**src/rtl/ssd_scan_mux_if.sv**
```systemverilog
// ---------------------------------------------------------------------------
// ssd_scan_mux_if
//   Bundles the value/control inputs and the display-side outputs of the
//   seven-segment scan controller.
//   master : the side that supplies value_in/load/lz_en and observes outputs
//   slave  : the scan controller itself
//   value_in    [4*NUM_DIGITS-1:0] nibble i = value_in[4i+3:4i], digit 0 = LSD
//   load        capture value_in into the pending buffer
//   lz_en       blank leading zero digits (digit 0 never blanked)
//   dig         [3:0] nibble of the digit being scanned
//   digit_an_n  [NUM_DIGITS-1:0] active-low digit enables
//   digit_idx   [2:0] index of the digit being scanned
//   pending_vld a loaded value waits for the next frame boundary
//   frame_done  one-cycle pulse on the last cycle of each frame
// ---------------------------------------------------------------------------
interface ssd_scan_mux_if #(
    parameter int NUM_DIGITS = 4
);
    logic [4*NUM_DIGITS-1:0] value_in;
    logic                    load;
    logic                    lz_en;
    logic [3:0]              dig;
    logic [NUM_DIGITS-1:0]   digit_an_n;
    logic [2:0]              digit_idx;
    logic                    pending_vld;
    logic                    frame_done;

    modport master (
        output value_in, load, lz_en,
        input  dig, digit_an_n, digit_idx, pending_vld, frame_done
    );

    modport slave (
        input  value_in, load, lz_en,
        output dig, digit_an_n, digit_idx, pending_vld, frame_done
    );
endinterface

```
**src/rtl/ssd_scan_mux.sv**
```systemverilog
// ---------------------------------------------------------------------------
// ssd_scan_mux
//   Time-multiplexed scan controller for a common-anode seven-segment display.
//   Scans NUM_DIGITS digits, SLOT_CYCLES clocks each; the first BLANK_CYCLES
//   of every slot keep all digits off to avoid ghosting. The displayed value
//   is double-buffered and only changes at a frame boundary. Optional
//   leading-zero suppression.
//   Ports:
//     clk    system clock, rising edge
//     rst_n  asynchronous active-low reset
//     sif    ssd_scan_mux_if.slave (value/control in, display outputs)
//
//   Slot phase (decoded from slot_cnt):
//     state    | meaning
//     PH_BLANK | slot_cnt <  BLANK_CYCLES, all digit enables high
//     PH_DRIVE | slot_cnt >= BLANK_CYCLES, current digit enabled unless suppressed
// ---------------------------------------------------------------------------
module ssd_scan_mux #(
    parameter int NUM_DIGITS   = 4,
    parameter int SLOT_CYCLES  = 100000,
    parameter int BLANK_CYCLES = 1000
) (
    input  logic          clk,
    input  logic          rst_n,
    ssd_scan_mux_if.slave sif
);
    localparam int CW = (SLOT_CYCLES > 2) ? $clog2(SLOT_CYCLES) : 1;
    localparam int VW = 4 * NUM_DIGITS;

    typedef enum logic {
        PH_BLANK,
        PH_DRIVE
    } phase_t;

    logic [CW-1:0]         r_slot_cnt;
    logic [2:0]            r_digit_idx;
    logic [VW-1:0]         r_active;
    logic [VW-1:0]         r_pending;
    logic                  r_pending_vld;
    logic [3:0]            r_dig;
    logic [NUM_DIGITS-1:0] r_an_n;
    logic                  r_frame_done;

    logic                  w_slot_wrap;
    logic                  w_boundary;
    logic [CW-1:0]         w_slot_nxt;
    logic [2:0]            w_idx_nxt;
    logic [VW-1:0]         w_active_nxt;
    logic [VW-1:0]         w_pending_nxt;
    logic                  w_pvld_nxt;
    phase_t                w_phase_nxt;
    logic [3:0]            w_dig_nxt;
    logic [NUM_DIGITS-1:0] w_an_n_nxt;
    logic                  w_fd_nxt;
    logic                  w_zero_run;

    assign w_slot_wrap = (r_slot_cnt == CW'(SLOT_CYCLES - 1));
    assign w_boundary  = w_slot_wrap && (r_digit_idx == 3'(NUM_DIGITS - 1));

    // Outputs are registered from the next-state values so they change on
    // the same edge as slot_cnt/digit_idx and never see an input directly.
    always_comb begin
        w_slot_nxt    = w_slot_wrap ? '0 : r_slot_cnt + CW'(1);
        w_idx_nxt     = r_digit_idx;
        w_active_nxt  = r_active;
        w_pending_nxt = r_pending;
        w_pvld_nxt    = r_pending_vld;
        w_dig_nxt     = 4'h0;
        w_an_n_nxt    = '1;
        w_zero_run    = 1'b1;

        if (w_slot_wrap) begin
            w_idx_nxt = (r_digit_idx == 3'(NUM_DIGITS - 1)) ? 3'd0 : r_digit_idx + 3'd1;
        end

        // A load coinciding with the boundary bypasses the pending buffer.
        if (w_boundary) begin
            if (sif.load) begin
                w_active_nxt = sif.value_in;
            end else if (r_pending_vld) begin
                w_active_nxt = r_pending;
            end
            w_pvld_nxt = 1'b0;
        end else if (sif.load) begin
            w_pending_nxt = sif.value_in;
            w_pvld_nxt    = 1'b1;
        end

        w_phase_nxt = (w_slot_nxt < CW'(BLANK_CYCLES)) ? PH_BLANK : PH_DRIVE;

        // Walk from the most significant digit down; w_zero_run stays set
        // while every nibble from the top down to digit i is zero.
        for (int i = NUM_DIGITS - 1; i >= 0; i--) begin
            w_zero_run = w_zero_run && (w_active_nxt[4*i +: 4] == 4'h0);
            if (w_idx_nxt == 3'(i)) begin
                w_dig_nxt = w_active_nxt[4*i +: 4];
                if ((w_phase_nxt == PH_DRIVE) && !((i > 0) && sif.lz_en && w_zero_run)) begin
                    w_an_n_nxt[i] = 1'b0;
                end
            end
        end

        w_fd_nxt = (w_slot_nxt == CW'(SLOT_CYCLES - 1)) && (w_idx_nxt == 3'(NUM_DIGITS - 1));
    end

    always_ff @(posedge clk or negedge rst_n) begin
        if (!rst_n) begin
            r_slot_cnt    <= '0;
            r_digit_idx   <= 3'd0;
            r_active      <= '0;
            r_pending     <= '0;
            r_pending_vld <= 1'b0;
            r_dig         <= 4'h0;
            r_an_n        <= '1;
            r_frame_done  <= 1'b0;
        end else begin
            r_slot_cnt    <= w_slot_nxt;
            r_digit_idx   <= w_idx_nxt;
            r_active      <= w_active_nxt;
            r_pending     <= w_pending_nxt;
            r_pending_vld <= w_pvld_nxt;
            r_dig         <= w_dig_nxt;
            r_an_n        <= w_an_n_nxt;
            r_frame_done  <= w_fd_nxt;
        end
    end

    assign sif.dig         = r_dig;
    assign sif.digit_an_n  = r_an_n;
    assign sif.digit_idx   = r_digit_idx;
    assign sif.pending_vld = r_pending_vld;
    assign sif.frame_done  = r_frame_done;
endmodule

```
**src/flat_wrapper.sv**
```systemverilog
// flat-port wrapper written by rule: the top's interface ports become plain ports
module ssd_scan_mux_flat 
#(
    parameter int NUM_DIGITS   = 4,
    parameter int SLOT_CYCLES  = 100000,
    parameter int BLANK_CYCLES = 1000
)
  (clk, rst_n, sif_value_in, sif_load, sif_lz_en, sif_dig, sif_digit_an_n, sif_digit_idx, sif_pending_vld, sif_frame_done);
  ssd_scan_mux_if #(.NUM_DIGITS(NUM_DIGITS)) sif_i ();
  input  logic clk;
  input  logic rst_n;
  input wire logic [$bits(sif_i.value_in)-1:0] sif_value_in;
  input wire logic [$bits(sif_i.load)-1:0] sif_load;
  input wire logic [$bits(sif_i.lz_en)-1:0] sif_lz_en;
  output wire logic [$bits(sif_i.dig)-1:0] sif_dig;
  output wire logic [$bits(sif_i.digit_an_n)-1:0] sif_digit_an_n;
  output wire logic [$bits(sif_i.digit_idx)-1:0] sif_digit_idx;
  output wire logic [$bits(sif_i.pending_vld)-1:0] sif_pending_vld;
  output wire logic [$bits(sif_i.frame_done)-1:0] sif_frame_done;
  assign sif_i.value_in = sif_value_in;
  assign sif_i.load = sif_load;
  assign sif_i.lz_en = sif_lz_en;
  assign sif_dig = sif_i.dig;
  assign sif_digit_an_n = sif_i.digit_an_n;
  assign sif_digit_idx = sif_i.digit_idx;
  assign sif_pending_vld = sif_i.pending_vld;
  assign sif_frame_done = sif_i.frame_done;
  ssd_scan_mux #(.NUM_DIGITS(NUM_DIGITS), .SLOT_CYCLES(SLOT_CYCLES), .BLANK_CYCLES(BLANK_CYCLES)) u_core (.clk(clk), .rst_n(rst_n), .sif(sif_i));
endmodule
```
**config.mk**
```make
export PLATFORM = sky130hd
export DESIGN_NAME = ssd_scan_mux_flat
export DESIGN_NICKNAME = d
export VERILOG_FILES = /design/src/rtl/ssd_scan_mux_if.sv /design/src/rtl/ssd_scan_mux.sv /design/src/flat_wrapper.sv
export SDC_FILE = /design/constraint.sdc
export NUM_CORES = 1
export LEC_CHECK = 0
export ABC_CLOCK_PERIOD_IN_PS = 2770
export CAP_MARGIN = 20
export CORE_UTILIZATION = 50
export CTS_CLUSTER_DIAMETER = 120
export CTS_CLUSTER_SIZE = 25
export DETAILED_ROUTE_END_ITERATION = 8
export GPL_ROUTABILITY_DRIVEN = 0
export GPL_TIMING_DRIVEN = 0
export PLACE_DENSITY = 0.69
export SYNTH_ARGS = -nofsm -noshare
export SYNTH_HDL_FRONTEND = slang
export SYNTH_SLANG_ARGS = --single-unit
```
**constraint.sdc**
```tcl
create_clock -name clk -period 2.77 [get_ports clk]
set_clock_uncertainty 0.1 [all_clocks]
set_input_delay 0.554 -clock clk [delete_from_list [all_inputs] [get_ports clk]]
set_output_delay 0.554 -clock clk [all_outputs]
set_load 0.02 [all_outputs]
```
Figure 1. The metal 1 layer (run 1).
(6 px per um) Supply wires on this layer in grey.
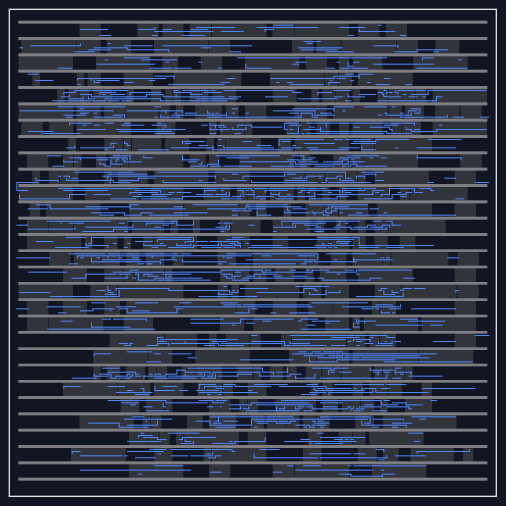
nets with wire on the layer: 344
share of all routed wire: 47%
longest straight run: 32.2 um

Figure 2. M2 wires (run 1).
(6 px per um)
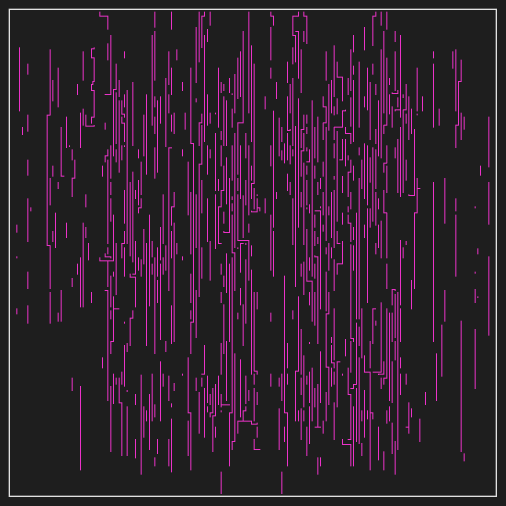
main direction: vertical
wire length on this layer: 3380 um
nets with wire on the layer: 323

Figure 3. Metal 3 (run 1).
(8 px per um)
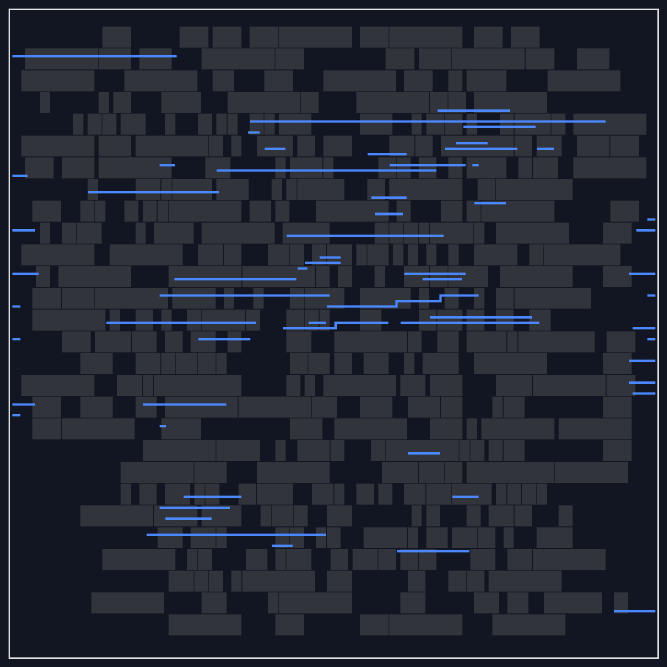
nets with wire on the layer: 44
longest straight run: 44.2 um
DR vias: 2551
met3 Use GR: 0.0461
DRT Wirelength: 7.52 mm

## run 1: worst reg2reg max path, delay by kind of cell (launching register included)
family | cells | cell delay [ns]
AND/OR/NAND/NOR | 4 | 0.71
AND-OR/OR-AND | 3 | 0.63
buffers and inverters | 3 | 0.55
flip-flops | 1 | 0.41
adder cells (fa/ha/maj) | 1 | 0.22
## run 1: what timing repair did
item / in CTS / in global routing
setup endpoints to repair: 0 / 17
setup buffers: 0 / 2
hold endpoints to repair: 0 / 0
gates resized: 0 / 24
## run 1: metal layers
metal	GRT usage	part of all wire	up-vias	wire, um
li1	-	-	1200	-
met1	0.382	0.47	1239	3570
met2	0.354	0.45	101	3380
met3	0.0461	0.058	11	439
met4	0.109	0.018	0	138
met5	0	0	-	0
==> results.sh, run 1 <==
# implementation run metrics
export IMPL_seqPwrFrac=0.487
export IMPL_maxCapViolCount=0
export IMPL_crit_top_cell="buf_4"
export IMPL_grt_max_degree=33
export IMPL_status="complete, no violations"
export IMPL_core_area_um2=5960
export IMPL_initial_core_util=0.523
export IMPL_path_buffers=3
export IMPL_die_x_um=80.9
export IMPL_openroad_warnings=27
export IMPL_areaGrowthSynthToFinish_pct=24.4
export IMPL_fill_cells=518
export IMPL_syn_nets=325
export IMPL_worstHoldPathType="in2async"
export IMPL_tns_ns=0
export IMPL_dp_slack_ns=0.0389
export IMPL_synth_area_um2=3110
export IMPL_reg_largest_list="u_core.r_slot_cnt (17), u_core.r_active (16), u_core.r_pending (16)"
export IMPL_mux_area_frac=0.0615
export IMPL_via_per_inst=5.96
export IMPL_place_inst=410
export IMPL_cts_hold_buf=0
export IMPL_drc=0
export IMPL_crit_path_max_incr_delay_ns=0.41
export IMPL_finalCritPeriodShare=0.966
export IMPL_startpoint_type="register"
export IMPL_slew_violations=0
export IMPL_setup_viol=0
export IMPL_r2r_start="u_core.r_slot_cnt[0]"
export IMPL_clock_latency_ns=0.34
export IMPL_crit_family="simple AND/OR/NAND/NOR gates"
export IMPL_p_leak_uw=0.00168
export IMPL_multiInputCombCellCount=212
export IMPL_top_cell_area_share=0.466
export IMPL_ys_sh_adder=0.00804
export IMPL_ys_chip_area_um2=3110
export IMPL_switching_share=0.207
export IMPL_fin_util=0.650
export IMPL_synth_flops=62
export IMPL_final_clk_cell_share=0.0572
export IMPL_clk_pin_slew_ns=0.07
export IMPL_ctsLongestPathBuffers=2
export IMPL_register_area_um2=1560
export IMPL_rows=28
export IMPL_postSynthAreaPerCell_um2=10.3
export IMPL_edf_count=0
export IMPL_worst_hold_slack_ns=0.157
export IMPL_sh_comb_area=0.388
export IMPL_cp_required_ns=2.93
export IMPL_grt_overflow_total=0
export IMPL_buffers_excl_clock=51
export IMPL_flops=62
export IMPL_ys_cells=303
export IMPL_seq_share=0.402
export IMPL_synth_async_reset_ratio=1.00
export IMPL_grt_first_pass_wirelength_mm=12.1
export IMPL_relSlewSlack=0.533
export IMPL_ios=33
export IMPL_nonClkBufAreaFrac=0.116
export IMPL_die_height_um=80.9
export IMPL_max_clock_freq_ghz=0.374
export IMPL_rrSetupSlack_ns=0.1
export IMPL_top_power_group="sequential cells"
export IMPL_cellPowerDensity_nw_per_um2=498
export IMPL_yosysWarnings=0
export IMPL_first_pass_iters=5
export IMPL_common_cells="dfrtp_1 (58), nor2_1 (27), a21oi_1 (19)"
export IMPL_synth_distinct_cells=48
export IMPL_top_register="u_core.r_slot_cnt"
export IMPL_largest_reg_flops=17
export IMPL_logic_family="simple AND/OR/NAND/NOR gates"
export IMPL_cts_buffers=9
export IMPL_comb_cell_power_uw=97.2
export IMPL_fin_nets=371
export IMPL_drive_gt1_frac=0.221
export IMPL_layout_cells_most_common="dfrtp_1"
export IMPL_grt_pass1_vias=2371
export IMPL_p_clk_frac=0.462
export IMPL_grt_usage=0.254
export IMPL_crit_start="u_core.r_slot_cnt[0]"
export IMPL_synth_yosys_seq_area_share=0.500
export IMPL_reg2reg_depth=11
export IMPL_largest_cell_class="registers"
export IMPL_cp_data_arrival_time_ns=2.84
export IMPL_wl_per_cell_um=17.6
export IMPL_internal_power_uw=1530
export IMPL_cp_depth=11
export IMPL_cp_max_fo=10
export IMPL_dpl_cell_area_um2=3530
export IMPL_dieArea_um2=6550
export IMPL_rsz0062_at_grt="yes"
export IMPL_worstMarginPinSlew_ns=0.701
export IMPL_r2r_end="u_core.sif.digit_an_n[1]"
export IMPL_synth_most_common_cell="dfrtp_1"
export IMPL_total_power_uw=1930
export IMPL_slowest_stage="dfrtp_1"
export IMPL_p_switching_uw=400
export IMPL_path_class="reg2reg"
export IMPL_hold_viol_final=0
export IMPL_dp_hpwl_mm=5.27
export IMPL_final_cell_mix="dfrtp_1 (58), clkdlybuf4s50_1 (30), nor2_1 (25)"
export IMPL_taps=75
export IMPL_root_buffer="clkbuf_8"
export IMPL_ant_nets=0
export IMPL_portBuffers=31
export IMPL_ys_sh_xor=0.0337
export IMPL_area_leaders="dfrtp_1 (47%), mux2_2 (6.1%), dfstp_2 (3.4%), nor2_1 (3.3%), a21oi_1 (3.1%)"
export IMPL_fin_cells=428
export IMPL_fin_ws_ns=0.0952
export IMPL_ff_type="dfrtp_1"
export IMPL_drtIter0Drc=197
export IMPL_stdcell_area_um2=3870
export IMPL_ir_worst_vdd_mv=0.352
export IMPL_synthCells=303
export IMPL_powerClk_uw=891
export IMPL_period_needed_ns=2.67
export IMPL_ys_sh_aoi=0.149
export IMPL_crit_path_end_kind="register"
export IMPL_cp_endpoint="u_core.sif.digit_an_n[1]"
export IMPL_post_synth_top_area_cell="dfrtp_1"
export IMPL_logic_area_um2=1500
export IMPL_cts_tree="built"
export IMPL_antenna_cells=0
export IMPL_path_cells="ha_2, and4_1, buf_4, and4_1, buf_4, nand3_4, buf_4, o22a_1, a22oi_1, nand4_1, o2111ai_2"
export IMPL_pg_seq_uw=940
export IMPL_cts_max_level=3
export IMPL_inverters=13
export IMPL_antenna_found_initial=0
export IMPL_yosys_area_share_simple=0.203
export IMPL_comb_power_share=0.050
export IMPL_clkSinkCount=62
--- run 2 (diff from run 1) ---
- CORE_ASPECT_RATIO: default -> 1.75
==> run 2 against run 1 <==
  * Sequential power about the same
  * Global-route usage increased by 1.3 points
  * Via count grew 0.63%
  * Final cell count rose by 0.70%
  * Area after synthesis unchanged
==> results.sh, run 2 <==
# implementation run metrics
export IMPL_core_area_um2=5930
export IMPL_routed_wl_met3_um=319
export IMPL_seq_share=0.400
export IMPL_flops=62
export IMPL_edf_count=0
export IMPL_rrSetupSlack_ns=0.14
export IMPL_grt_first_pass_wirelength_mm=12.4
export IMPL_synth_distinct_cells=48
export IMPL_use_met1=0.267
export IMPL_maxCapViolCount=0
export IMPL_grt_usage=0.266
export IMPL_cts_tree="built"
export IMPL_synth_area_um2=3110
export IMPL_ys_chip_area_um2=3110
export IMPL_grt_overflow_total=0
export IMPL_synth_yosys_seq_area_share=0.500
export IMPL_status="complete, no violations"
export IMPL_tns_ns=0
export IMPL_drive_gt1_frac=0.212
export IMPL_path_class="reg2reg"
export IMPL_total_power_uw=1960
export IMPL_inverters=13
export IMPL_dieArea_um2=6560
export IMPL_r2r_end="u_core.sif.digit_an_n[1]"
export IMPL_ir_worst_vdd_mv=0.490
export IMPL_synthCells=303
export IMPL_hold_viol_final=0
export IMPL_worstHoldPathType="in2async"
export IMPL_clk_pin_slew_ns=0.07
export IMPL_antenna_cells=0
export IMPL_syn_nets=325
export IMPL_logic_area_um2=1500
export IMPL_synth_async_reset_ratio=1.00
export IMPL_ios=33
export IMPL_ctsLongestPathBuffers=2
export IMPL_areaGrowthSynthToFinish_pct=24.9
export IMPL_stdcell_area_um2=3890
export IMPL_initial_core_util=0.526
export IMPL_antenna_found_initial=0
export IMPL_via_per_inst=5.96
export IMPL_setup_viol=0
export IMPL_post_cts_buffers=1
export IMPL_startpoint_type="register"
export IMPL_openroad_warnings=26
export IMPL_cp_endpoint="u_core.sif.digit_an_n[1]"
export IMPL_wl_met1_mm=2.93
export IMPL_final_cell_mix="dfrtp_1 (57), clkdlybuf4s50_1 (30), nor2_1 (25)"
export IMPL_top_register="u_core.r_slot_cnt"
export IMPL_cellPowerDensity_nw_per_um2=504
export IMPL_yosysWarnings=0
export IMPL_postSynthAreaPerCell_um2=10.3
export IMPL_fin_util=0.657
export IMPL_fin_cells=431
export IMPL_r2r_start="u_core.r_slot_cnt[1]"
export IMPL_largest_cell_class="registers"
export IMPL_rows=37
export IMPL_cp_max_fo=10
export IMPL_sh_comb_area=0.386
export IMPL_dp_slack_ns=-0.0417
export IMPL_multiInputCombCellCount=212
export IMPL_clockBufferCount=13
export IMPL_crit_path_end_kind="register"
export IMPL_ff_type="dfrtp_1"
export IMPL_die_x_um=61.7
export IMPL_area_leaders="dfrtp_1 (47%), mux2_2 (6.1%), dfstp_2 (3.4%), nor2_1 (3.3%), a21oi_1 (3.1%)"
export IMPL_grt_busiest_layer="met2"
export IMPL_reg2reg_depth=11
export IMPL_wl_per_cell_um=18.2
export IMPL_fin_nets=370
export IMPL_route_met2_wl_mm=4.20
export IMPL_use_met2=0.461
export IMPL_cp_data_arrival_time_ns=2.78
export IMPL_die_height_um=106
export IMPL_cts_resized=6
export IMPL_p_leak_uw=0.00167
export IMPL_grt_pass1_vias=2614
export IMPL_period_needed_ns=2.63
export IMPL_buffers_excl_clock=50
export IMPL_largest_reg_flops=17
export IMPL_worstMarginPinSlew_ns=0.626
export IMPL_finalCritPeriodShare=0.948
export IMPL_top_cell_area_share=0.466
export IMPL_fin_ws_ns=0.145
export IMPL_relSlewSlack=0.583
export IMPL_synth_flops=62
export IMPL_clock_latency_ns=0.35
export IMPL_highest_layer="met4"
export IMPL_ant_nets=0
export IMPL_cp_required_ns=2.93
export IMPL_synth_most_common_cell="dfrtp_1"
export IMPL_cts_hold_buf=0
export IMPL_nonClkBufAreaFrac=0.116
export IMPL_slew_violations=0
export IMPL_clkSinkCount=62
export IMPL_dp_hpwl_mm=5.59
export IMPL_drc=0
export IMPL_crit_start="u_core.r_slot_cnt[1]"
export IMPL_dpl_cell_area_um2=3540
export IMPL_register_area_um2=1560
export IMPL_layout_cells_most_common="dfrtp_1"
export IMPL_first_pass_iters=4
export IMPL_ys_cells=303
export IMPL_fill_cells=523
export IMPL_use_met3=0.0706
export IMPL_max_clock_freq_ghz=0.381
export IMPL_reg_largest_list="u_core.r_slot_cnt (17), u_core.r_active (16), u_core.r_pending (16)"
export IMPL_taps=78
export IMPL_worst_hold_slack_ns=0.115
export IMPL_common_cells="dfrtp_1 (58), nor2_1 (27), a21oi_1 (19)"
export IMPL_cts_buffers=9
export IMPL_grt_max_degree=38
export IMPL_post_synth_top_area_cell="dfrtp_1"
export IMPL_drtIter0Drc=118
export IMPL_portBuffers=31
export IMPL_root_buffer="clkbuf_8"
export IMPL_place_inst=413
export IMPL_cts_max_level=3
export IMPL_final_clk_cell_share=0.0601
-- run 2: cell families after synthesis --
family | after synthesis | synth area share
xor gates and xnor gates | 12 | 0.0337
AOI/OAI and AO/OA | 71 | 0.149
and+or+nand+nor | 110 | 0.203
adders and majority gates | 2 | 0.00803
muxes | 17 | 0.0615
buffers and inverters | 29 | 0.0446
DFF | 62 | 0.500
-- run 2: critical path, cell delays in order (launching register included) --
cell and delay (ns):
dfrtp_1 0.43, ha_4 0.18, and4_1 0.19, buf_4 0.15, nand4_1 0.10, buf_4 0.18
nor2_4 0.19, buf_6 0.20, and2_1 0.20, o221a_2 0.22, nand4_1 0.18, o2111ai_2 0.22
-- run 2: report_power, final --
part / switching (uW) / internal (uW)
Clock: 345 / 579
Combinational: 43.6 / 52.1
Sequential: 10.8 / 929
Total: 400 / 1560
Figure 4. Met4 routing (run 2).
(4 px per um) Supply wires on this layer in grey.
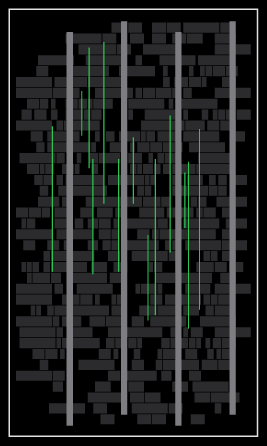
main direction: vertical
wire length on this layer: 384 um
nets with wire on the layer: 11
longest straight run: 44.9 um
DRT Wirelength: 7.84 mm
DR vias: 2567

Figure 5. The metal 1 layer (run 2).
(6 px per um) Supply wires on this layer in grey.
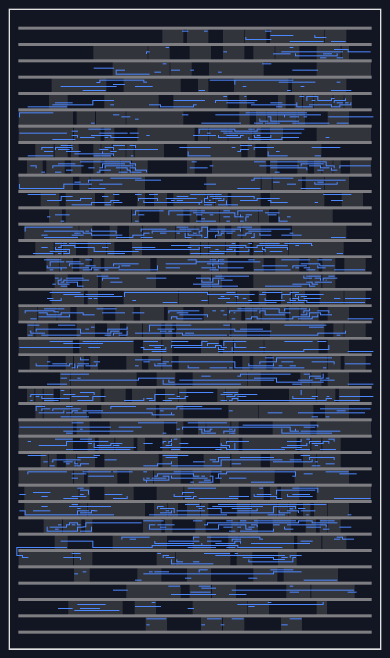
main direction: horizontal
share of all routed wire: 37%
wire length on this layer: 2930 um
longest straight run: 21.6 um

Power and IR drop assume default switching activity.
